[config.mk]
export PLATFORM = sky130hd
export DESIGN_NAME = serial_subtractor
export DESIGN_NICKNAME = d
export VERILOG_FILES = /design/src/rtl/serial_subtractor.sv
export SDC_FILE = /design/constraint.sdc
export NUM_CORES = 1
export LEC_CHECK = 0
export ABC_AREA = 0
export CAP_MARGIN = 10
export CORE_UTILIZATION = 51
export DETAILED_ROUTE_END_ITERATION = 8
export PLACE_DENSITY = 0.73
export SYNTH_ARGS = -nofsm -noshare
export SYNTH_HDL_FRONTEND = slang
export SYNTH_SLANG_ARGS = --single-unit
[constraint.sdc]
create_clock -name clk -period 1.9 [get_ports clk]
set_clock_uncertainty 0.05 [all_clocks]
set_input_delay 0.38 -clock clk [delete_from_list [all_inputs] [get_ports clk]]
set_output_delay 0.38 -clock clk [all_outputs]
set_load 0.02 [all_outputs]
[src/rtl/serial_subtractor.sv]
// serial_subtractor: bit-serial unsigned subtractor, LSB first.
// One operand bit pair is consumed per RUN cycle; the full difference and
// final borrow are published on the edge that enters DONE and held until
// the next result replaces them.
module serial_subtractor #(
    parameter int WIDTH = 8
) (
    input  logic             clk,
    input  logic             rst,
    input  logic             start,
    input  logic [WIDTH-1:0] a,
    input  logic [WIDTH-1:0] b,
    output logic             busy,
    output logic             done,
    output logic [WIDTH-1:0] diff,
    output logic             borrow_out
);

    localparam int CNT_W = (WIDTH > 1) ? $clog2(WIDTH) : 1;
    localparam logic [CNT_W-1:0] LAST_BIT = CNT_W'(WIDTH - 1);
    // The result register only needs the WIDTH-1 already-computed bits; the
    // final bit joins them combinationally on the DONE-entry edge.
    localparam int RES_W = (WIDTH > 1) ? (WIDTH - 1) : 1;

    typedef enum logic [1:0] {
        S_IDLE = 2'd0,
        S_RUN  = 2'd1,
        S_DONE = 2'd2
    } state_t;

    state_t                  r_state;
    logic signed [WIDTH-1:0] r_a_s;
    logic [WIDTH-1:0]        r_a;
    logic [WIDTH-1:0]        r_b;
    logic [RES_W-1:0]        r_res;
    logic [CNT_W-1:0]        r_cnt;
    logic                    r_br;
    logic                    r_busy;
    logic                    r_done;
    logic [WIDTH-1:0]        r_diff;
    logic                    r_borrow;

    logic                    w_d;
    logic                    w_br_next;
    logic [WIDTH-1:0]        w_res_next;

    // One-bit full subtractor; returns {borrow_next, difference}.
    function automatic logic [1:0] sub_bit(input logic a0, input logic b0, input logic br);
        logic d;
        logic br_n;
        d    = a0 ^ b0 ^ br;
        br_n = (~a0 & b0) | (~(a0 ^ b0) & br);
        return {br_n, d};
    endfunction

    // Current bit of the subtraction from the operand LSBs and the borrow flop.
    always_comb begin
        {w_br_next, w_d} = sub_bit(r_a[0], r_b[0], r_br);
    end

    // Result with the current bit shifted in from the MSB side.
    generate
        if (WIDTH == 1) begin : g_res_w1
            assign w_res_next = w_d;
        end else begin : g_res_wn
            assign w_res_next = {w_d, r_res};
        end
    endgenerate

    // Control FSM and bit-serial datapath, outputs registered.
    always_ff @(posedge clk) begin
        if (rst) begin
            r_state  <= S_IDLE;
            r_a      <= '0;
            r_b      <= '0;
            r_res    <= '0;
            r_cnt    <= '0;
            r_br     <= 1'b0;
            r_busy   <= 1'b0;
            r_done   <= 1'b0;
            r_diff   <= '0;
            r_borrow <= 1'b0;
        end else begin
            case (r_state)
                S_IDLE: begin
                    if (start) begin
                        r_a     <= a;
                        r_b     <= b;
                        r_br    <= 1'b0;
                        r_cnt   <= '0;
                        r_busy  <= 1'b1;
                        r_state <= S_RUN;
                    end
                end
                S_RUN: begin
                    r_a   <= r_a >> 1;
                    r_b   <= r_b >> 1;
                    r_br  <= w_br_next;
                    r_res <= w_res_next[WIDTH-1 -: RES_W];
                    r_cnt <= r_cnt + CNT_W'(1);
                    if (r_cnt == LAST_BIT) begin
                        r_diff   <= w_res_next;
                        r_borrow <= w_br_next;
                        r_busy   <= 1'b0;
                        r_done   <= 1'b1;
                        r_state  <= S_DONE;
                    end
                end
                S_DONE: begin
                    r_done  <= 1'b0;
                    r_state <= S_IDLE;
                end
                default: begin
                    r_busy  <= 1'b0;
                    r_done  <= 1'b0;
                    r_state <= S_IDLE;
                end
            endcase
        end
    end

    // Signed view of the minuend is not needed; keep operands unsigned.
    assign r_a_s = '0;

    assign busy       = r_busy;
    assign done       = r_done;
    assign diff       = r_diff;
    assign borrow_out = r_borrow;

endmodule

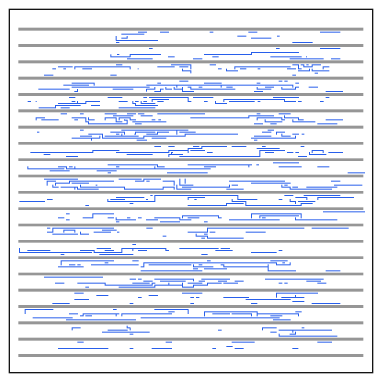
Figure 1: the metal 1 layer.
Scale: 6 px per micron. Supply wires on this layer in gray.
The layer carries 1450 microns of wire. The wires run mostly horizontal. 205 nets have wire on it. The longest straight run is 24.4 microns. The layer holds 47% of the routed length.
GR Layer Usage met1: 23.8%
vias: 1331
final WL: 3110 microns

==> reports/metrics.csv <==
metric,value,unit
outcome,"finished, final reports clean",
Maximum Capacitance Violations,0,
CP max stage delay,0.62,ns
initial antenna violation count,0,
maximum vdd drop,0.569,mV
min-delay src,diff[0],
GR peak layer,met2,
Seq cells post-synth,40,
Mapped Area,0.00173,sq mm
Worst R2R Start,r_cnt[0],
gpl congestion,0.750,
Overflow after GRT,0,
RSZ-0062 raised after global routing,false,
drt wl/cell,12.3,microns
tool warning count,26,
Post-synth ARST share,0,%
crit path time final,1.77,ns
Gate Area,810,sq um
Num CTS Buffers,5,
CTS sink count,40,
Area growth syn-to-layout,20.8,%
area figure in the yosys stat output,0.00173,sq mm
Hold EP,diff[0],
CTS tree,done,
Commonest flop,dfxtp_1,
crit path capture type,primary output,
Pwr Total,1.61,mW
"non-filler cells, final",253,
root buffer cell,clkbuf_4,
Max Clock Freq,564,MHz
first-pass GRT wire length,5250,microns
Crit path max-delay family,buffers and inverters,
largest net degree at the start of global routing,29,
Hold Slack,0.411,ns
GRT Total Usage,19.8,%
CP Cell Sequence,clkdlybuf4s50_1,
final hold violations,0,
cell row count,20,
syn_area_per_cell,9.63,sq um
Reg2Reg Depth,5,
Cell area leaders,"dfxtp_1 (46%), a211oi_2 (10%), mux2i_1 (8.7%)",
crit path to,busy,
"Setup Fix Bufs, Post-CTS",0,
crit path buf inv count,1,
Synth warnings,0,
yosys cell count,180,
Worst-path clk slew,0.12,ns
Worst Hold Class,reg2reg,
pre-CTS WS,0.182,ns
Layout fillers,265,
worst path arrival time,1.34,ns
Top-area cell share,46.2,%
pin slew with the least headroom to its limit,0.471,ns
worst flop-to-flop path endpoint,borrow_out,
Vert. Die Dim,60.3,microns
layout cells sized above 1,16.3,%
Nets,230,
WP depth,1,
First-pass DRT Iterations,5,
fp util,55.4,%
Final Max Tran Viols,0,
Final Core Density,67.0,%
part of the cycle the worst path needs,93.3,%
Critical path origin,busy,
DRT iter0 DRCs,44,
post_cts resized,0,
H-tree Lvls,2,
CTS Buffer Depth,2,
Setup TNS,0,ns
Reg area,801,sq um
Post-Place Cells,245,
PortBufs,29,
sequential element share of the synthesized area,46.2,%
crit path kind,reg2out,
PD cells,768,mW/mm^2
Worst EP required,1.47,ns
M3 GR Usage,6.49,%
DR vias/cell,5.26,
die area,0.00364,sq mm
Post-DP HPWL,2210,microns
CP Launch Type,register,
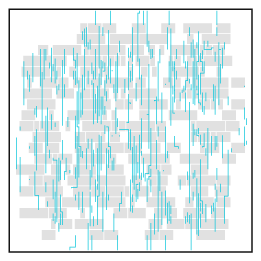
Figure 2: the metal 2 layer.
Scale: 4 px per micron.
The longest straight run is 25.2 microns. The layer carries 1470 microns of wire. The wires run mostly vertical. The layer holds 47% of the routed length.
met2 GRT Util: 32.5%

## cell type report
cell class	instances	area share [%]
Timing Repair Buffer	35	16.6
Multi-Input combinational cell	122	38.6
Tap cell	44	2.63
Sequential cell	40	38.2
Inverter	4	0.717
Clock buffer	6	2.45
Clock inverter	2	0.717
## state kept, by name (all words and copies together) (netlist names), 2 cells and up
| register | cells |
|---|---|
| diff | 8 |
| r_a | 8 |
| r_b | 8 |
| r_cnt | 3 |
| r_res | 7 |
| r_state | 2 |
## synth_stat cells, types with 2 or more instances
cell type	instances
ha_1	2
a211oi_2	14
buf_6	4
nor2b_1	2
nor2_1	18
nor2_2	6
buf_2	5
a21oi_1	19
a32oi_1	2
a22oi_1	2
inv_1	4
dfxtp_1	40
nand2_1	31
mux2i_1	15
clkbuf_1	2
## cell families after synthesis
logic type,synth area share [%]
simple gates,15.6
mux,8.66
flops,46.2
fa+ha+maj,2.60
buf+inv,7.14
compound gates,19.8
## power by group
part / internal (mW) / switching [mW] / leakage, nW
clock: 0.180 / 0.282 / 0.0305
sequential: 0.879 / 0.0311 / 0.327
combinational: 0.122 / 0.114 / 0.383
## cell usage in the layout (no fill, tap or decap), drive strengths merged, types with 2 or more instances in the layout
| cell type | n |
|---|---|
| a32oi | 2 |
| a21oi | 19 |
| nor2 | 24 |
| mux2i | 15 |
| inv | 4 |
| a211oi | 15 |
| a22oi | 2 |
| clkinvlp | 2 |
| clkbuf | 6 |
| clkdlybuf4s50 | 29 |
| buf | 6 |
| nor2b | 2 |
| dfxtp | 40 |
| ha | 2 |
| nand2 | 31 |
## routing by layer
layer  vias up  share of wire [%]
met3         6                4.5
li1        672                  -
met5         -                  0
met2        22                 47
met1       631                 46
met4         0                1.6
Power figures rest on the tool's default switching activity, not on a simulated workload.
